`src/rtl/commit_sequencer_pkg.sv`:
```
`default_nettype none
// +----------------------------------------------------------------------------+
// | commit_sequencer_pkg                                                       |
// | Shared slot-entry layout and helpers for the in-order commit sequencer.    |
// | Revision: 1.0                                                              |
// +----------------------------------------------------------------------------+

// Fallbacks for builds where core.vh is not on the include path.
`ifndef COMMIT_ID_WIDTH
`define COMMIT_ID_WIDTH 3
`endif
`ifndef N_INSTR_BRANCHES
`define N_INSTR_BRANCHES 4
`endif

package commit_sequencer_pkg;

  localparam int c_dest_width     = 4;
  localparam int c_res_addr_width = 8;

  typedef struct packed {
    logic                        commit_flag;
    logic                        writes_external;
    logic [c_dest_width-1:0]     dest;
    logic [c_res_addr_width-1:0] res_addr;
  } slot_ctrl_t;

  function automatic int ptr_width(input int n);
    return (n > 1) ? $clog2(n) : 1;
  endfunction

endpackage

`default_nettype wire

```
`src/rtl/commit_sequencer_rr_arbiter.sv`:
```
`default_nettype none
// +----------------------------------------------------------------------------+
// | rr_arbiter                                                                 |
// | One-hot round-robin grant: first requester at or after pointer, wrapping.  |
// | Revision: 1.0                                                              |
// +----------------------------------------------------------------------------+

module rr_arbiter #(
  parameter int N  = 4,
  parameter int PW = 2
) (
  input  logic [N-1:0]  request,
  input  logic [PW-1:0] pointer,
  output logic [N-1:0]  grant
);

  logic w_found;

  always_comb begin
    grant   = '0;
    w_found = 1'b0;
    // Upper segment first, then wrap around to the indices below the pointer.
    for (int i = 0; i < N; i++) begin
      if (!w_found && request[i] && (i >= int'(pointer))) begin
        grant[i] = 1'b1;
        w_found  = 1'b1;
      end
    end
    for (int i = 0; i < N; i++) begin
      if (!w_found && request[i]) begin
        grant[i] = 1'b1;
        w_found  = 1'b1;
      end
    end
  end

endmodule

`default_nettype wire

```
`src/rtl/commit_sequencer.sv`:
```
`default_nettype none
// +----------------------------------------------------------------------------+
// | commit_sequencer                                                           |
// | Merges out-of-order branch results into an in-order writeback stream.     |
// | Optional feature: COMMIT_SEQ_OVERRUN_EN adds overrun / overrun_count.      |
// | Revision: 1.0                                                              |
// +----------------------------------------------------------------------------+

`ifndef COMMIT_ID_WIDTH
`define COMMIT_ID_WIDTH 3
`endif
`ifndef N_INSTR_BRANCHES
`define N_INSTR_BRANCHES 4
`endif

module commit_sequencer
  import commit_sequencer_pkg::*;
#(
  parameter int data_width = 16,
  parameter int n_blocks   = 256,
  parameter int n_branches = `N_INSTR_BRANCHES,
  parameter int cid_width  = `COMMIT_ID_WIDTH,
  localparam int BW        = $clog2(n_blocks)
) (
  input  logic                             clk,
  input  logic                             reset,
  input  logic                             enable,
  input  logic                             sample_tick,
  input  logic [n_branches-1:0]            in_valid,
  output logic [n_branches-1:0]            in_ready,
  input  logic [n_branches*cid_width-1:0]  in_commit_id,
  input  logic [n_branches-1:0]            in_commit_flag,
  input  logic [n_branches*BW-1:0]         in_block,
  input  logic [n_branches*4-1:0]          in_dest,
  input  logic [n_branches*data_width-1:0] in_data,
  input  logic [n_branches*8-1:0]          in_res_addr,
  input  logic [n_branches-1:0]            in_writes_external,
  output logic                             out_valid,
  input  logic                             out_ready,
  output logic [BW-1:0]                    out_block,
  output logic [3:0]                       out_dest,
  output logic [data_width-1:0]            out_data,
  output logic [7:0]                       out_res_addr,
  output logic                             out_writes_external,
`ifdef COMMIT_SEQ_OVERRUN_EN
  output logic                             overrun,
  output logic [7:0]                       overrun_count,
`endif
  output logic                             idle
);

  localparam int c_depth = 2 ** cid_width;
  localparam int c_pw    = ptr_width(n_branches);

  logic [c_depth-1:0]    r_occ;
  slot_ctrl_t            r_ctrl  [c_depth];
  logic [BW-1:0]         r_block [c_depth];
  logic [data_width-1:0] r_data  [c_depth];
  logic [cid_width-1:0]  r_expected_id;
  logic [c_pw-1:0]       r_rr_ptr;
  logic                  r_out_valid;
  slot_ctrl_t            r_out_ctrl;
  logic [BW-1:0]         r_out_block;
  logic [data_width-1:0] r_out_data;

  logic [n_branches-1:0] w_request;
  logic [n_branches-1:0] w_grant;
  logic                  w_accept_ok;
  logic                  w_accept;
  logic                  w_retire;
  logic [cid_width-1:0]  w_acc_id;
  logic [c_pw-1:0]       w_acc_idx;
  slot_ctrl_t            w_acc_ctrl;
  logic [BW-1:0]         w_acc_block;
  logic [data_width-1:0] w_acc_data;
  logic [c_depth-1:0]    w_occ_next;
  logic [cid_width-1:0]  w_exp_next;
  logic                  w_head_new;
  slot_ctrl_t            w_head_ctrl;
  logic [BW-1:0]         w_head_block;
  logic [data_width-1:0] w_head_data;
  logic                  w_out_valid_next;

  // A branch may only compete when the slot its id names is free.
  for (genvar i = 0; i < n_branches; i++) begin : g_request
    assign w_request[i] = in_valid[i] && !r_occ[in_commit_id[i*cid_width +: cid_width]];
  end

  rr_arbiter #(
    .N  (n_branches),
    .PW (c_pw)
  ) u_rr_arbiter (
    .request (w_request),
    .pointer (r_rr_ptr),
    .grant   (w_grant)
  );

  assign w_accept_ok = enable && !reset && !sample_tick;
  assign w_accept    = w_accept_ok && (|w_grant);
  assign in_ready    = w_accept_ok ? w_grant : '0;

  always_comb begin
    w_acc_id    = '0;
    w_acc_idx   = '0;
    w_acc_ctrl  = '0;
    w_acc_block = '0;
    w_acc_data  = '0;
    for (int i = 0; i < n_branches; i++) begin
      if (w_grant[i]) begin
        w_acc_id                   = in_commit_id[i*cid_width +: cid_width];
        w_acc_idx                  = c_pw'(i);
        w_acc_ctrl.commit_flag     = in_commit_flag[i];
        w_acc_ctrl.writes_external = in_writes_external[i];
        w_acc_ctrl.dest            = in_dest[i*4 +: 4];
        w_acc_ctrl.res_addr        = in_res_addr[i*8 +: 8];
        w_acc_block                = in_block[i*BW +: BW];
        w_acc_data                 = in_data[i*data_width +: data_width];
      end
    end
  end

  // out_valid always mirrors "head slot occupied with commit_flag 1", so a
  // silent (flag 0) head retires without any handshake.
  assign w_retire = (r_out_valid && out_ready) ||
                    (r_occ[r_expected_id] && !r_ctrl[r_expected_id].commit_flag);

  always_comb begin
    w_occ_next = r_occ;
    w_exp_next = r_expected_id;
    if (w_retire) begin
      w_occ_next[r_expected_id] = 1'b0;
      w_exp_next                = r_expected_id + 1'b1;
    end
    if (w_accept) begin
      w_occ_next[w_acc_id] = 1'b1;
    end
    // Bypass the incoming entry so a head-of-line accept shows next cycle.
    w_head_new       = w_accept && (w_acc_id == w_exp_next);
    w_head_ctrl      = w_head_new ? w_acc_ctrl  : r_ctrl[w_exp_next];
    w_head_block     = w_head_new ? w_acc_block : r_block[w_exp_next];
    w_head_data      = w_head_new ? w_acc_data  : r_data[w_exp_next];
    w_out_valid_next = w_occ_next[w_exp_next] && w_head_ctrl.commit_flag;
  end

  always_ff @(posedge clk) begin
    if (reset) begin
      r_occ         <= '0;
      r_expected_id <= '0;
      r_rr_ptr      <= '0;
      r_out_valid   <= 1'b0;
    end else if (enable) begin
      if (sample_tick) begin
        r_occ         <= '0;
        r_expected_id <= '0;
        r_out_valid   <= 1'b0;
      end else begin
        r_occ         <= w_occ_next;
        r_expected_id <= w_exp_next;
        r_out_valid   <= w_out_valid_next;
        if (w_accept) begin
          r_rr_ptr <= (w_acc_idx == c_pw'(n_branches - 1)) ? '0 : w_acc_idx + 1'b1;
        end
      end
    end
  end

  always_ff @(posedge clk) begin
    if (w_accept_ok) begin
      if (w_accept) begin
        r_ctrl[w_acc_id]  <= w_acc_ctrl;
        r_block[w_acc_id] <= w_acc_block;
        r_data[w_acc_id]  <= w_acc_data;
      end
      r_out_ctrl  <= w_head_ctrl;
      r_out_block <= w_head_block;
      r_out_data  <= w_head_data;
    end
  end

  assign out_valid           = r_out_valid;
  assign out_block           = r_out_block;
  assign out_dest            = r_out_ctrl.dest;
  assign out_data            = r_out_data;
  assign out_res_addr        = r_out_ctrl.res_addr;
  assign out_writes_external = r_out_ctrl.writes_external;
  assign idle                = ~(|r_occ);

`ifdef COMMIT_SEQ_OVERRUN_EN
  logic       r_overrun;
  logic [7:0] r_overrun_count;

  always_ff @(posedge clk) begin
    if (reset) begin
      r_overrun       <= 1'b0;
      r_overrun_count <= '0;
    end else if (enable) begin
      r_overrun <= sample_tick && (|r_occ);
      if (sample_tick && (|r_occ) && (r_overrun_count != 8'hFF)) begin
        r_overrun_count <= r_overrun_count + 8'd1;
      end
    end
  end

  assign overrun       = r_overrun;
  assign overrun_count = r_overrun_count;
`endif

endmodule

`default_nettype wire

```
`config.mk`:
```
export PLATFORM = sky130hd
export DESIGN_NAME = commit_sequencer
export DESIGN_NICKNAME = d
export VERILOG_FILES = /design/src/rtl/commit_sequencer_pkg.sv /design/src/rtl/commit_sequencer_rr_arbiter.sv /design/src/rtl/commit_sequencer.sv
export SDC_FILE = /design/constraint.sdc
export NUM_CORES = 1
export LEC_CHECK = 0
export CAP_MARGIN = 20
export CORE_MARGIN = 1
export CORE_UTILIZATION = 50
export CTS_BUF_LIST = sky130_fd_sc_hd__clkbuf_8 sky130_fd_sc_hd__clkbuf_16
export DETAILED_ROUTE_END_ITERATION = 10
export GPL_TIMING_DRIVEN = 0
export MAX_ROUTING_LAYER = met4
export PLACE_DENSITY = 0.75
export SLEW_MARGIN = 40
export SYNTH_ARGS = -nofsm -noshare
export SYNTH_HDL_FRONTEND = slang
export SYNTH_SLANG_ARGS = --single-unit
```
`constraint.sdc`:
```
create_clock -name clk -period 8.3 [get_ports clk]
set_input_delay 2.075 -clock clk [delete_from_list [all_inputs] [get_ports clk]]
set_output_delay 2.075 -clock clk [all_outputs]
set_load 0.02 [all_outputs]
```
Fig. 1: placement density heat map
(2 px per µm) 18 x 18 tiles, from white (low) to dark blue (high), 0 to 100% covered.
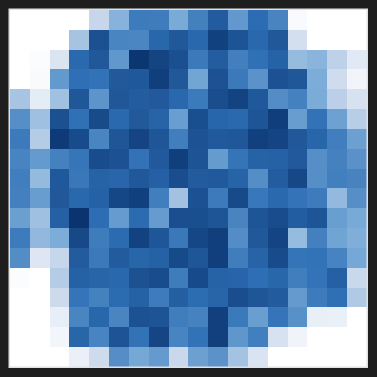
The fullest tile reaches 99%. 42% of the tiles are over 75% full. 11% of the tiles are nearly empty. The mean over all tiles is 60%.
placeable core region: 30,590 µm²
Final Core Density: 64.23%
fp util: 50.80%

Fig. 2: M4 wires
(3 px per µm) Supply wires on this layer in grey. Cells faint in the background.
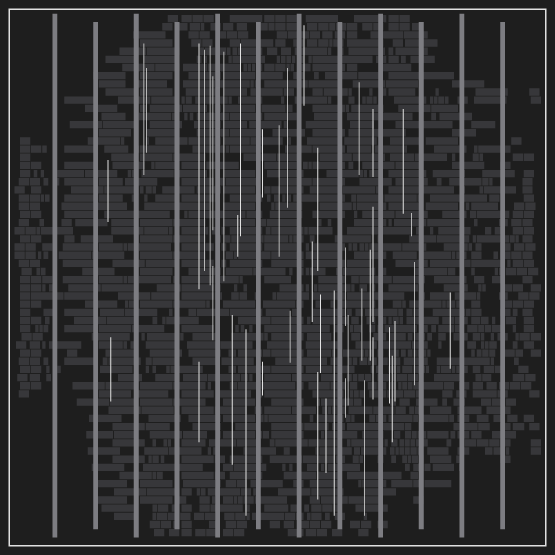
The layer holds 3.9% of the routed length. 33 nets have wire on it. The wires run mostly vertical. The longest straight run is 81.6 µm. The layer carries 1,590 µm of wire.
total number of vias: 10,470
overall routed net length: 41,170 µm

Fig. 3: routed metal, one colour a layer
(3 px per µm)
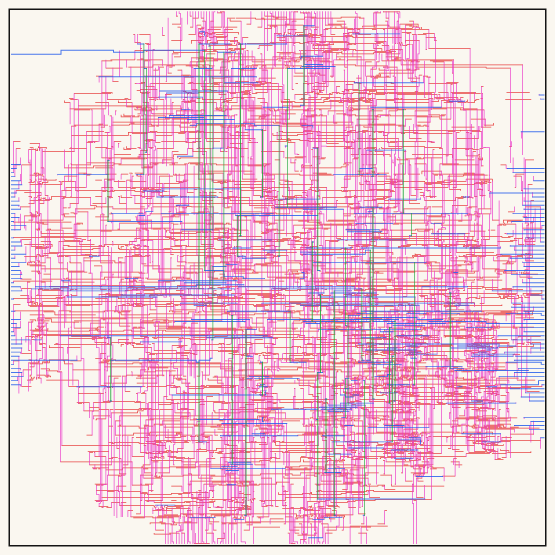
Key: M3 = blue [wire length 3,590 µm]; M1 = red [wire length 16,100 µm]; M4 = green [wire length 1,590 µm]; M2 = magenta [wire length 19,900 µm]
mean routed wirelength per cell: 24.49 µm
overall routing resource usage: 27.01%

Fig. 4: clock nets
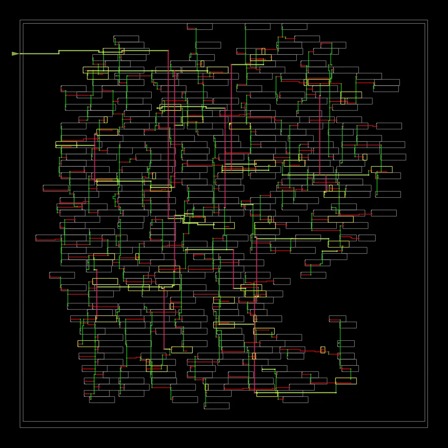
Clk. pwr: 1520 µW
Clock Skew: 0.01088 ns
number of buffers created by CTS: 35

Fig. 5: sequential cells coloured by netlist name
(3 px per µm) Other sequential cells in the stronger grey, the rest of the logic in the fainter grey.
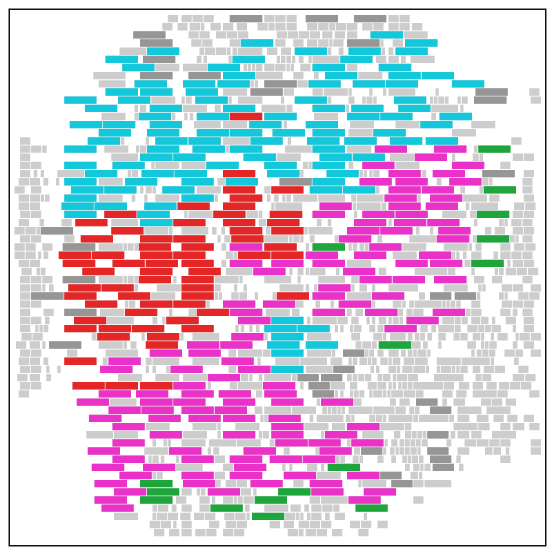
Key: r_ctrl = cyan [sequential cells 112]; r_block = red [sequential cells 64]; out_data = green [sequential cells 16]; r_data = magenta [sequential cells 128]
FF/Latch Area: 10,580 µm²
sequential fraction of total cell area: 53.85%
Power Sequential: 2070 µW

==> run notes <==
Summary of implementation figures.

Setup path
The data required time of the worst path is 6.23 ns. The destination of the critical timing path is in_ready[3]. For reference, the critical path is launched at in_commit_id[8]. The critical-path cell with the highest stage delay is sky130_fd_sc_hd__clkdlybuf4s50_1.

For the worst setup path, the data arrival time is 5.57 ns. The cell type group with the largest total delay on the critical path is buffers and inverters.

Finish
The clock network area share is 5.515%. The number of nets in the layout is 1,439. The filler-free cell count of the finished design is 1,681. In the final layout, the fill cell count is 2,118.

Synthesis
The count of unique library cells instantiated by Yosys is 56. The average instance area after synthesis is 15.92 µm². Sequential elements use 68.08% of the synthesized area.

The synthesized net count is 1,150. The number of cell instances after yosys synthesis is 976.

Die
The count of standard-cell rows is 64. During tapcell insertion the tool placed 396 well taps. The die width is 178.3 µm.

Clock tree
The TritonCTS clock tree is yes. The number of buffers added to fix hold violations after cts is 0. For this design, the sink count on the clock tree is 358.

STA
In the final report, the number of pins over their slew limit comes to 0. The worst path in the final design needs a cycle of 7.640 ns, including I/O delays and setup. The worst pin sits at a relative slew slack of 40.65%. The transition time recorded at the tightest slew-check pin is 0.8902 ns.

Route
The detailed router used layers up to and including met4.

Global route
Global routing consumed, on the met3 layer, 4.263% of the routing resources.

Pwr
The total power per unit cell area is 203.5 nW/µm². The cell leakage power is 0.006670 µW. The design draws 3999 µW.

Place
The total of buffers placed on input and output ports is 211. In this run the cell area measured after placement is 18,560 µm².

Outcome
The run finished with clean final reports.
-- cells in the final DEF (no fill, tap or decap), types with 4 or more instances in the layout --
| cell | synthesis | final |
|---|---|---|
| sky130_fd_sc_hd__inv_1 | 5 | 13 |
| sky130_fd_sc_hd__mux4_2 | 86 | 86 |
| sky130_fd_sc_hd__clkbuf_1 | 44 | 43 |
| sky130_fd_sc_hd__dfxtp_1 | 17 | 17 |
| sky130_fd_sc_hd__nor3_2 | 0 | 5 |
| sky130_fd_sc_hd__nor3_1 | 10 | 5 |
| sky130_fd_sc_hd__clkbuf_16 | 0 | 37 |
| sky130_fd_sc_hd__nor2_1 | 97 | 95 |
| sky130_fd_sc_hd__nor2b_1 | 4 | 4 |
| sky130_fd_sc_hd__nand2b_1 | 5 | 5 |
| sky130_fd_sc_hd__clkinv_1 | 0 | 4 |
| sky130_fd_sc_hd__clkdlybuf4s50_1 | 0 | 211 |
| sky130_fd_sc_hd__a31oi_1 | 38 | 38 |
| sky130_fd_sc_hd__a222oi_1 | 39 | 39 |
| sky130_fd_sc_hd__and2_1 | 9 | 9 |
| sky130_fd_sc_hd__nand2_1 | 94 | 94 |
| sky130_fd_sc_hd__edfxtp_1 | 341 | 341 |
| sky130_fd_sc_hd__mux2i_1 | 20 | 19 |
| sky130_fd_sc_hd__buf_2 | 23 | 39 |
| sky130_fd_sc_hd__o21ai_0 | 16 | 16 |
| sky130_fd_sc_hd__buf_1 | 4 | 4 |
| sky130_fd_sc_hd__a22oi_1 | 7 | 7 |
| sky130_fd_sc_hd__buf_4 | 4 | 22 |
| sky130_fd_sc_hd__o211ai_1 | 4 | 4 |
| sky130_fd_sc_hd__mux2_2 | 9 | 9 |
| sky130_fd_sc_hd__a21oi_1 | 50 | 49 |
-- stage by stage --
step	TNS (ns)	util (%)
detailed placement	0	60.68
floorplan	0	-
CTS	0	64.22
global placement	-459.69	59.33
global route	0	64.23
finish	0	64.23
-- worst reg2reg max path, stage by stage, from the launching register on --
cell and delay (ns):
sky130_fd_sc_hd__dfxtp_1 0.34, sky130_fd_sc_hd__clkbuf_1 0.39, sky130_fd_sc_hd__mux4_2 0.57, sky130_fd_sc_hd__mux2i_1 0.26, sky130_fd_sc_hd__o21ai_1 0.25, sky130_fd_sc_hd__and2_1 0.24, sky130_fd_sc_hd__clkbuf_1 0.16, sky130_fd_sc_hd__nor2_2 0.58
sky130_fd_sc_hd__buf_4 0.37, sky130_fd_sc_hd__buf_4 0.28, sky130_fd_sc_hd__mux4_2 0.56, sky130_fd_sc_hd__nand2_1 0.09, sky130_fd_sc_hd__a31oi_1 0.13
-- report_power, final --
group / leakage [µW] / internal [µW] / switching [µW]
combinational: 0.00287 / 171 / 237
sequential: 0.00323 / 2060 / 7.04
clock: 0.000570 / 890 / 629
-- cell families after synthesis --
kind of cell             synth area share, %
flip-flops                             68.08
AND/OR/NAND/NOR                        6.409
AND-OR/OR-AND                          8.494
multiplexers                           14.40
buffers and inverters                  2.359
XOR/XNOR                              0.1691
adder cells (fa/ha/maj)              0.08050
No activity file was given, so power comes from the tool's default toggle rates.
